`src/rtl/load_store_unit_if.sv`:
```
// Data-memory bus between the load/store unit and the memory system.
//   mem_req    : bus request, held until mem_gnt
//   mem_we     : 1 = write
//   mem_addr   : word-aligned address
//   mem_wdata  : lane-replicated store data
//   mem_be     : byte enables
//   mem_gnt    : request accepted
//   mem_rvalid : read response / store acknowledge
//   mem_rdata  : read word
// master = load/store unit side, slave = memory side.
`timescale 1ns/1ps
interface load_store_unit_if;
   logic        mem_req;
   logic        mem_we;
   logic [31:0] mem_addr;
   logic [31:0] mem_wdata;
   logic [3:0]  mem_be;
   logic        mem_gnt;
   logic        mem_rvalid;
   logic [31:0] mem_rdata;

   modport master (
      output mem_req, mem_we, mem_addr, mem_wdata, mem_be,
      input  mem_gnt, mem_rvalid, mem_rdata
   );

   modport slave (
      input  mem_req, mem_we, mem_addr, mem_wdata, mem_be,
      output mem_gnt, mem_rvalid, mem_rdata
   );
endinterface

```
`src/rtl/load_store_unit.sv`:
```
// Memory stage: turns an RV32I load/store (effective address, RS2 data, func3) into a
// request/grant/response transaction on the data-memory bus and returns extended load data.
//   clk_i, rst_ni          : clock, asynchronous active-low reset
//   ls_valid_i, ls_we_i    : instruction is a load/store; 1 = store
//   func3_i, addr_i, wdata_i : width/sign code, effective address, store data
//   stall_o                : freeze fetch while a transaction is pending
//   done_o                 : one-cycle completion pulse; rdata_o and err_o valid with it
//   mem                    : data-memory bus (master side)
// TIMEOUT_CYCLES bounds the cycles spent in REQ+WAIT (1..255).
`timescale 1ns/1ps
module load_store_unit #(
   parameter int unsigned TIMEOUT_CYCLES = 255
) (
   input  logic                     clk_i,
   input  logic                     rst_ni,
   input  logic                     ls_valid_i,
   input  logic                     ls_we_i,
   input  logic [2:0]               func3_i,
   input  logic [31:0]              addr_i,
   input  logic [31:0]              wdata_i,
   output logic                     stall_o,
   output logic                     done_o,
   output logic [31:0]              rdata_o,
   output logic                     err_o,
   load_store_unit_if.master        mem
);

   localparam logic [1:0] StIdle = 2'd0;
   localparam logic [1:0] StReq  = 2'd1;
   localparam logic [1:0] StWait = 2'd2;
   localparam logic [1:0] StResp = 2'd3;

   // Last counter value before the abort; the counter starts at 0 in the first REQ cycle.
   localparam logic [7:0] TimeoutLast = 8'(TIMEOUT_CYCLES - 1);

   logic [1:0]  state_q, state_d;
   logic [7:0]  cnt_q, cnt_d;
   logic [31:0] addr_q, addr_d;
   logic [31:0] wdata_q, wdata_d;
   logic [2:0]  func3_q, func3_d;
   logic        we_q, we_d;
   logic [31:0] rdata_q, rdata_d;
   logic        err_q, err_d;

   logic        misaligned;
   logic        func3_ok;
   logic        legal;
   logic        timed_out;
   logic [1:0]  lane;
   logic [3:0]  be;
   logic [31:0] wdata_rep;
   logic [7:0]  byte_sel;
   logic [15:0] half_sel;
   logic [31:0] load_data;

   // Access legality, evaluated on the incoming instruction in IDLE.
   always_comb begin
      misaligned = 1'b1;
      unique case (func3_i[1:0])
         2'b00:   misaligned = 1'b0;
         2'b01:   misaligned = addr_i[0];
         2'b10:   misaligned = |addr_i[1:0];
         default: misaligned = 1'b1;
      endcase
      if (ls_we_i) begin
         func3_ok = !func3_i[2] && (func3_i[1:0] != 2'b11);
      end else begin
         func3_ok = (func3_i != 3'd3) && (func3_i != 3'd6) && (func3_i != 3'd7);
      end
      legal = func3_ok && !misaligned;
   end

   // Bus lane steering from the latched access.
   assign lane = addr_q[1:0];

   always_comb begin
      be        = 4'b1111;
      wdata_rep = wdata_q;
      unique case (func3_q[1:0])
         2'b00: begin
            be        = 4'b0001 << lane;
            wdata_rep = {4{wdata_q[7:0]}};
         end
         2'b01: begin
            be        = lane[1] ? 4'b1100 : 4'b0011;
            wdata_rep = {2{wdata_q[15:0]}};
         end
         default: begin
            be        = 4'b1111;
            wdata_rep = wdata_q;
         end
      endcase
   end

   // Load extraction and extension.
   always_comb begin
      byte_sel = mem.mem_rdata[7:0];
      unique case (lane)
         2'd0: byte_sel = mem.mem_rdata[7:0];
         2'd1: byte_sel = mem.mem_rdata[15:8];
         2'd2: byte_sel = mem.mem_rdata[23:16];
         2'd3: byte_sel = mem.mem_rdata[31:24];
      endcase
      half_sel = lane[1] ? mem.mem_rdata[31:16] : mem.mem_rdata[15:0];
      unique case (func3_q)
         3'd0:    load_data = {{24{byte_sel[7]}}, byte_sel};
         3'd1:    load_data = {{16{half_sel[15]}}, half_sel};
         3'd4:    load_data = {24'd0, byte_sel};
         3'd5:    load_data = {16'd0, half_sel};
         default: load_data = mem.mem_rdata;
      endcase
   end

   assign timed_out = (cnt_q >= TimeoutLast);

   always_comb begin
      state_d = state_q;
      cnt_d   = cnt_q;
      addr_d  = addr_q;
      wdata_d = wdata_q;
      func3_d = func3_q;
      we_d    = we_q;
      rdata_d = rdata_q;
      err_d   = err_q;
      unique case (state_q)
         StIdle: begin
            if (ls_valid_i) begin
               if (legal) begin
                  state_d = StReq;
                  cnt_d   = 8'd0;
                  addr_d  = addr_i;
                  wdata_d = wdata_i;
                  func3_d = func3_i;
                  we_d    = ls_we_i;
               end else begin
                  state_d = StResp;
                  err_d   = 1'b1;
                  rdata_d = 32'd0;
               end
            end
         end
         StReq: begin
            cnt_d = cnt_q + 8'd1;
            // Timeout wins over a grant so REQ+WAIT never exceeds TIMEOUT_CYCLES.
            if (timed_out) begin
               state_d = StResp;
               err_d   = 1'b1;
               rdata_d = 32'd0;
            end else if (mem.mem_gnt) begin
               state_d = StWait;
            end
         end
         StWait: begin
            cnt_d = cnt_q + 8'd1;
            if (timed_out) begin
               state_d = StResp;
               err_d   = 1'b1;
               rdata_d = 32'd0;
            end else if (mem.mem_rvalid) begin
               state_d = StResp;
               err_d   = 1'b0;
               rdata_d = we_q ? 32'd0 : load_data;
            end
         end
         StResp: begin
            state_d = StIdle;
            err_d   = 1'b0;
            rdata_d = 32'd0;
         end
      endcase
   end

   always_ff @(posedge clk_i or negedge rst_ni) begin
      if (!rst_ni) begin
         state_q <= StIdle;
         cnt_q   <= 8'd0;
         addr_q  <= 32'd0;
         wdata_q <= 32'd0;
         func3_q <= 3'd0;
         we_q    <= 1'b0;
         rdata_q <= 32'd0;
         err_q   <= 1'b0;
      end else begin
         state_q <= state_d;
         cnt_q   <= cnt_d;
         addr_q  <= addr_d;
         wdata_q <= wdata_d;
         func3_q <= func3_d;
         we_q    <= we_d;
         rdata_q <= rdata_d;
         err_q   <= err_d;
      end
   end

   // Bus outputs are decoded from state so reset drops the request immediately.
   assign mem.mem_req   = (state_q == StReq);
   assign mem.mem_we    = mem.mem_req & we_q;
   assign mem.mem_addr  = mem.mem_req ? {addr_q[31:2], 2'b00} : 32'd0;
   assign mem.mem_wdata = mem.mem_req ? wdata_rep : 32'd0;
   assign mem.mem_be    = mem.mem_req ? be : 4'd0;

   assign stall_o = ((state_q == StIdle) & ls_valid_i) | (state_q == StReq) |
                    (state_q == StWait);
   assign done_o  = (state_q == StResp);
   assign rdata_o = rdata_q;
   assign err_o   = err_q;

endmodule

```
`src/flat_wrapper.sv`:
```
// flat-port wrapper written by rule: the top's interface ports become plain ports
module load_store_unit_flat 
#(
   parameter int unsigned TIMEOUT_CYCLES = 255
)
  (clk_i, rst_ni, ls_valid_i, ls_we_i, func3_i, addr_i, wdata_i, stall_o, done_o, rdata_o, err_o, mem_mem_req, mem_mem_we, mem_mem_addr, mem_mem_wdata, mem_mem_be, mem_mem_gnt, mem_mem_rvalid, mem_mem_rdata);
  load_store_unit_if mem_i ();
  input  logic clk_i;
  input  logic rst_ni;
  input  logic ls_valid_i;
  input  logic ls_we_i;
  input  logic [2:0] func3_i;
  input  logic [31:0] addr_i;
  input  logic [31:0] wdata_i;
  output logic stall_o;
  output logic done_o;
  output logic [31:0] rdata_o;
  output logic err_o;
  output wire logic [$bits(mem_i.mem_req)-1:0] mem_mem_req;
  output wire logic [$bits(mem_i.mem_we)-1:0] mem_mem_we;
  output wire logic [$bits(mem_i.mem_addr)-1:0] mem_mem_addr;
  output wire logic [$bits(mem_i.mem_wdata)-1:0] mem_mem_wdata;
  output wire logic [$bits(mem_i.mem_be)-1:0] mem_mem_be;
  input wire logic [$bits(mem_i.mem_gnt)-1:0] mem_mem_gnt;
  input wire logic [$bits(mem_i.mem_rvalid)-1:0] mem_mem_rvalid;
  input wire logic [$bits(mem_i.mem_rdata)-1:0] mem_mem_rdata;
  assign mem_mem_req = mem_i.mem_req;
  assign mem_mem_we = mem_i.mem_we;
  assign mem_mem_addr = mem_i.mem_addr;
  assign mem_mem_wdata = mem_i.mem_wdata;
  assign mem_mem_be = mem_i.mem_be;
  assign mem_i.mem_gnt = mem_mem_gnt;
  assign mem_i.mem_rvalid = mem_mem_rvalid;
  assign mem_i.mem_rdata = mem_mem_rdata;
  load_store_unit #(.TIMEOUT_CYCLES(TIMEOUT_CYCLES)) u_core (.clk_i(clk_i), .rst_ni(rst_ni), .ls_valid_i(ls_valid_i), .ls_we_i(ls_we_i), .func3_i(func3_i), .addr_i(addr_i), .wdata_i(wdata_i), .stall_o(stall_o), .done_o(done_o), .rdata_o(rdata_o), .err_o(err_o), .mem(mem_i));
endmodule
```
`config.mk`:
```
export PLATFORM = sky130hd
export DESIGN_NAME = load_store_unit_flat
export DESIGN_NICKNAME = d
export VERILOG_FILES = /design/src/rtl/load_store_unit_if.sv /design/src/rtl/load_store_unit.sv /design/src/flat_wrapper.sv
export SDC_FILE = /design/constraint.sdc
export NUM_CORES = 1
export LEC_CHECK = 0
export CORE_UTILIZATION = 42
export CTS_BUF_LIST = sky130_fd_sc_hd__clkbuf_4 sky130_fd_sc_hd__clkbuf_8 sky130_fd_sc_hd__clkbuf_16
export DETAILED_ROUTE_END_ITERATION = 6
export GPL_ROUTABILITY_DRIVEN = 1
export GPL_TIMING_DRIVEN = 0
export PLACE_DENSITY = 0.78
export RECOVER_POWER = 50
export SYNTH_ARGS = -nofsm -noshare
export SYNTH_HDL_FRONTEND = slang
export SYNTH_SLANG_ARGS = --single-unit
```
`constraint.sdc`:
```
create_clock -name clk_i -period 2 [get_ports clk_i]
set_input_delay 0.5 -clock clk_i [delete_from_list [all_inputs] [get_ports clk_i]]
set_output_delay 0.5 -clock clk_i [all_outputs]
set_load 0.01 [all_outputs]
```
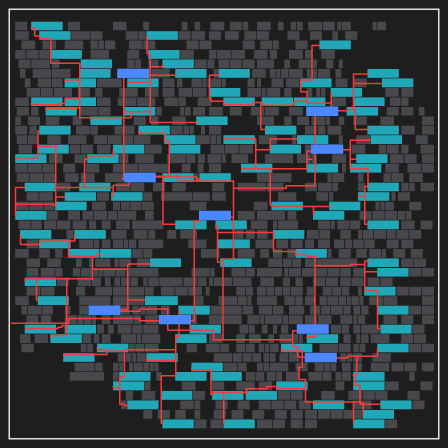
run_1/clock_map.png
cells driving clock nets -> blue  # count 9
clock wires -> red  # length 1,430 µm
flip-flops -> cyan  # count 111
routed clock nets = 10
flops lie = all over the die
Late-Pin Clk Latency: 0.36 ns
Clk pwr share: 11.3%

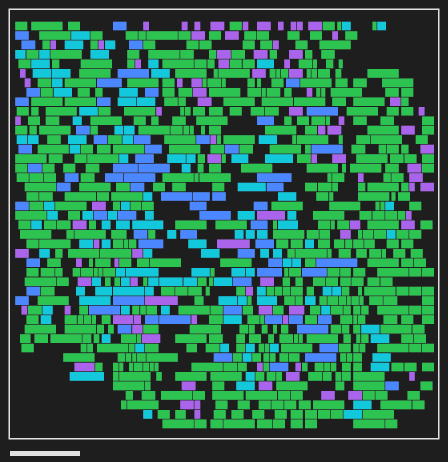
run_1/drive_strength.png
Scale bar: 20 µm.
drive 3 to 4 -> cyan  # cells 113, share 14%
drive 6 and up -> blue  # cells 70, share 8.5%
drive 1 or less -> green  # cells 554, share 67%
drive 2 -> purple  # cells 90, share 11%
Layout area overhead: 58.9%
fin area: 9760 µm²

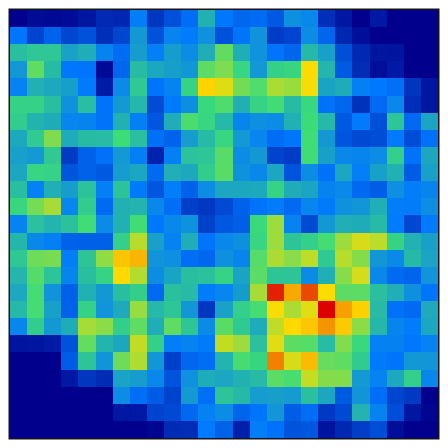
run_1/wire_density.png
25 x 25 tiles, from dark blue (low) to red (high), scaled to the fullest tile. Values are wire area over tile area, all layers added.
fullest tile = 0.66
mean over tiles = 0.22
nearly empty tiles = 7.2%
tiles over half the peak = 16%
drt wl/cell: 20.1 µm
Total Wirelength: 20.2 mm

==> results.ini, run 1 <==
[critical_path]
slowest_stage=dfrtp_1
critPathArrivalTime_ns=1.72
rr_endpoint=u_core.rdata_o[3]
crit_path_end_kind=output pin
critPathMaxStageDelay_ns=0.42
cp-startpoint=u_core.state_q[0]
crit_chain=ha_4, clkbuf_16, clkbuf_16, clkbuf_16, nor2_4, nand2_1, buf_2
r2r-start=u_core.state_q[0]
worst-r2r-cell-count=10
crit_family=buffers and inverters
cp_common_cell=clkbuf_16

[place]
gp_congestion=0.893
placed_area_um2=8620
dp_cells=949
pre_cts_ws_ns=-0.903
dp_hpwl_mm=13.8

[layout]
layout.nonclk_buf_share_pct=29.9
final_cell_mix=129 x clkdlybuf4s50_1, 109 x dfrtp_1, 58 x mux2_1
layout.area.top_class=logic gates
sh_seq_area_pct=28.5
fin_nets=935
fin_util_pct=69.2
drive_gt1_share_pct=33.0
buffers=293
seq_cell_count=111
comb_area_um2=3500
clk_share_pct=2.71
inverters_excl_clock=17
comb_share_pct=35.9

[final_timing]
skew_ns=0.00709
drv_slew=0
fin_crit_ns=2.22
slew_headroom_pct=21.8
finalClockPeriodUsage_pct=111
hold_viol=0
setup_ws_ns=-0.216
finalSetupViolations=97
max_freq_ghz=0.451
worst_pin_slew_ns=1.17

[synth]
top_area_share_pct=45.2
common_cells=111 x dfrtp_1, 83 x mux2_1, 48 x and2_1
topCellsByArea=dfrtp_1 45%, mux2_1 15%, mux2i_1 6.5%
avgSynthCellArea_um2=11.0
ys_area_um2=6140
simple_gate_share_pct=12.8
yosysSeqAreaShare_pct=45.2
yosysCellCount=560
syn_inst=560
ys.flops=111
synth-edff-count=0
mux_share_pct=24.3
async_flop_share_pct=100
synth-compound-area-share_pct=11.9

[outcome]
violations=negative setup slack
status=finished, violations left

[grt]
antenna_found_initial=0
met1_usage_pct=33.0
grt_pass1_vias=5614
busiest_layer=met2
use_met3_pct=6.50
use_met2_pct=46.5
grt_max_degree=68
grt_pass1_wl_mm=30.4

[pwr]
sw_frac_of_total_pct=38.3
sequentialPower_mw=3.93
p_sw_mw=5.71
peakVddDrop_mv=0.793
power_clock_mw=1.69
p_total_mw=14.9
p_per_area_nw_per_um2=1530

[drt]
ant_nets=0
vias_per_cell=5.54
drc_errors=0
dr.pass1.iters=5
drt_iter0_markers=295
top_layer=met4
vias=5575
routed-wl-met2_mm=10.2
drt-met1-wl_mm=8.05

[floorplanning]
core_area_um2=14100
pin_count=210
rows=43
fp_util_pct=43.6

[clocking]
cts_made_buffers=9
cts_resized=428
htreeDepth=3
clock-sinks=111
cts_tree=built

[run]
cap_violations=0

[min_path]
min_path_type=in2async

--- run 2 (diff from run 1) ---
Settings changed: ABC_CLOCK_PERIOD_IN_PS set to 2000, CTS_CLUSTER_DIAMETER set to 80, RECOVER_POWER 50 to unset.
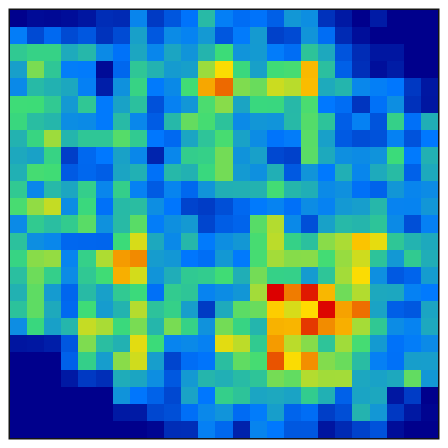
run_2/wire_density.png
25 x 25 tiles, from dark blue (low) to red (high), scaled to the fullest tile. Values are wire area over tile area, all layers added.
fullest tile = 0.63
mean over tiles = 0.22
tiles over half the peak = 19%
nearly empty tiles = 7.2%
GRT Overall Usage: 26.8%
Total Wirelength: 20.2 mm
total number of vias: 5,565

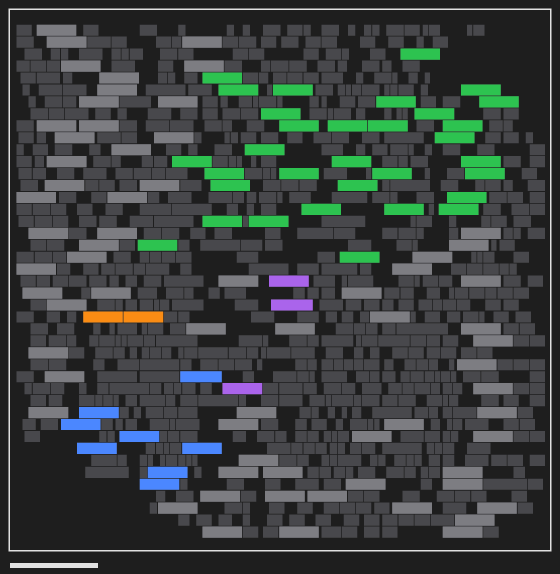
run_2/registers.png
Scale bar: 20 µm. Other sequential cells in the stronger grey, the rest of the logic in the fainter grey.
u_core.func3_q -> purple  # sequential cells 3
u_core.state_q -> orange  # sequential cells 2
u_core.cnt_q -> blue  # sequential cells 8, where lower left
u_core.wdata_q -> green  # sequential cells 32
not coloured = 66
Flop area: 2780 µm²
Finished Core Util: 69.4%
Seq/total area: 28.4%

==> results.ini, run 2 <==
[synth]
async_flop_share_pct=100  ; unchanged
avgSynthCellArea_um2=11.0  ; unchanged
top_area_share_pct=45.2  ; unchanged
ys.flops=111  ; unchanged
simple_gate_share_pct=12.8  ; unchanged
synth-edff-count=0  ; unchanged
synth-compound-area-share_pct=11.9  ; unchanged
ys_area_um2=6140  ; unchanged
common_cells=111 x dfrtp_1, 83 x mux2_1, 48 x and2_1
yosysSeqAreaShare_pct=45.2  ; unchanged
topCellsByArea=dfrtp_1 45%, mux2_1 15%, mux2i_1 6.5%

[layout]
inverters_excl_clock=17  ; unchanged
layout.area.top_class=logic gates
drive_gt1_share_pct=33.0  ; unchanged
buffers=293  ; unchanged
syn2layout_area_growth_pct=59.2
design_area_um2=9780  ; +0.19%
lay_top_count=clkdlybuf4s50_1
nMultiInputCombCells=391
clk_share_pct=2.70  ; -0.0052 points
comb_area_um2=3500  ; unchanged
layout.nonclk_buf_share_pct=30.1  ; +0.13 points
final_cell_mix=129 x clkdlybuf4s50_1, 109 x dfrtp_1, 58 x mux2_1
seq_cell_count=111  ; unchanged

[final_timing]
drv_slew=0  ; unchanged
fin_crit_ns=2.22  ; +0.000151 ns
setup_ws_ns=-0.216  ; -0.000151 ns
skew_ns=0.00689  ; -0.000197 ns
max_freq_ghz=0.451  ; about the same
finalSetupViolations=97  ; unchanged
slew_headroom_pct=58.3  ; +37 points

[grt]
grt_pass1_vias=5614  ; unchanged
met1_usage_pct=33.0  ; unchanged
use_met2_pct=46.5  ; unchanged
grt_max_degree=68  ; unchanged
use_met3_pct=6.50  ; unchanged
grt_pass1_wl_mm=30.4  ; unchanged
antenna_found_initial=0  ; unchanged

[floorplanning]
rows=43  ; unchanged
pin_count=210  ; unchanged
fp_util_pct=43.6  ; unchanged
nWellTaps=180
core_area_um2=14100  ; unchanged

[outcome]
violations=negative setup slack
status=finished, violations left

[critical_path]
critPathArrivalTime_ns=1.72  ; about the same
cp-startpoint=u_core.state_q[0]
crit_family=buffers and inverters
worst-r2r-cell-count=10  ; unchanged
crit_path_end_kind=output pin
critPathMaxStageDelay_ns=0.42  ; about the same
crit_chain=ha_4, clkbuf_16, clkbuf_16, clkbuf_16, nor2_4, nand2_1, buf_2
r2r-start=u_core.state_q[0]
rr_endpoint=u_core.rdata_o[3]
slowest_stage=dfrtp_1
cp_common_cell=clkbuf_16

[clocking]
cts_made_buffers=9  ; unchanged
htreeDepth=3  ; unchanged
cts_tree=built
clock-sinks=111  ; unchanged
cts_resized=428  ; unchanged
insertion_delay_ns=0.36  ; about the same

[drt]
vias_per_cell=5.53  ; -0.18%
dr.pass1.iters=5  ; unchanged
wl_per_cell_um=20.1  ; about the same
drt-met1-wl_mm=8.14  ; +1.1%
top_layer=met4
routed-wl-met2_mm=10.2  ; about the same
drt_iter0_markers=295  ; unchanged
drc_errors=0  ; unchanged

[pwr]
power_clock_mw=1.69  ; about the same
p_per_area_nw_per_um2=1530  ; -0.13%
p_total_mw=14.9  ; about the same
p_sw_mw=5.71  ; about the same
p_clk_share_pct=11.3  ; about the same
sw_frac_of_total_pct=38.3  ; about the same
sequentialPower_mw=3.93  ; about the same

[place]
dp_hpwl_mm=13.8  ; unchanged
placed_area_um2=8620  ; unchanged
pre_cts_ws_ns=-0.903  ; unchanged
gp_congestion=0.893  ; unchanged

[run]
cap_violations=0  ; unchanged

No activity file was given, so power comes from the tool's default toggle rates.
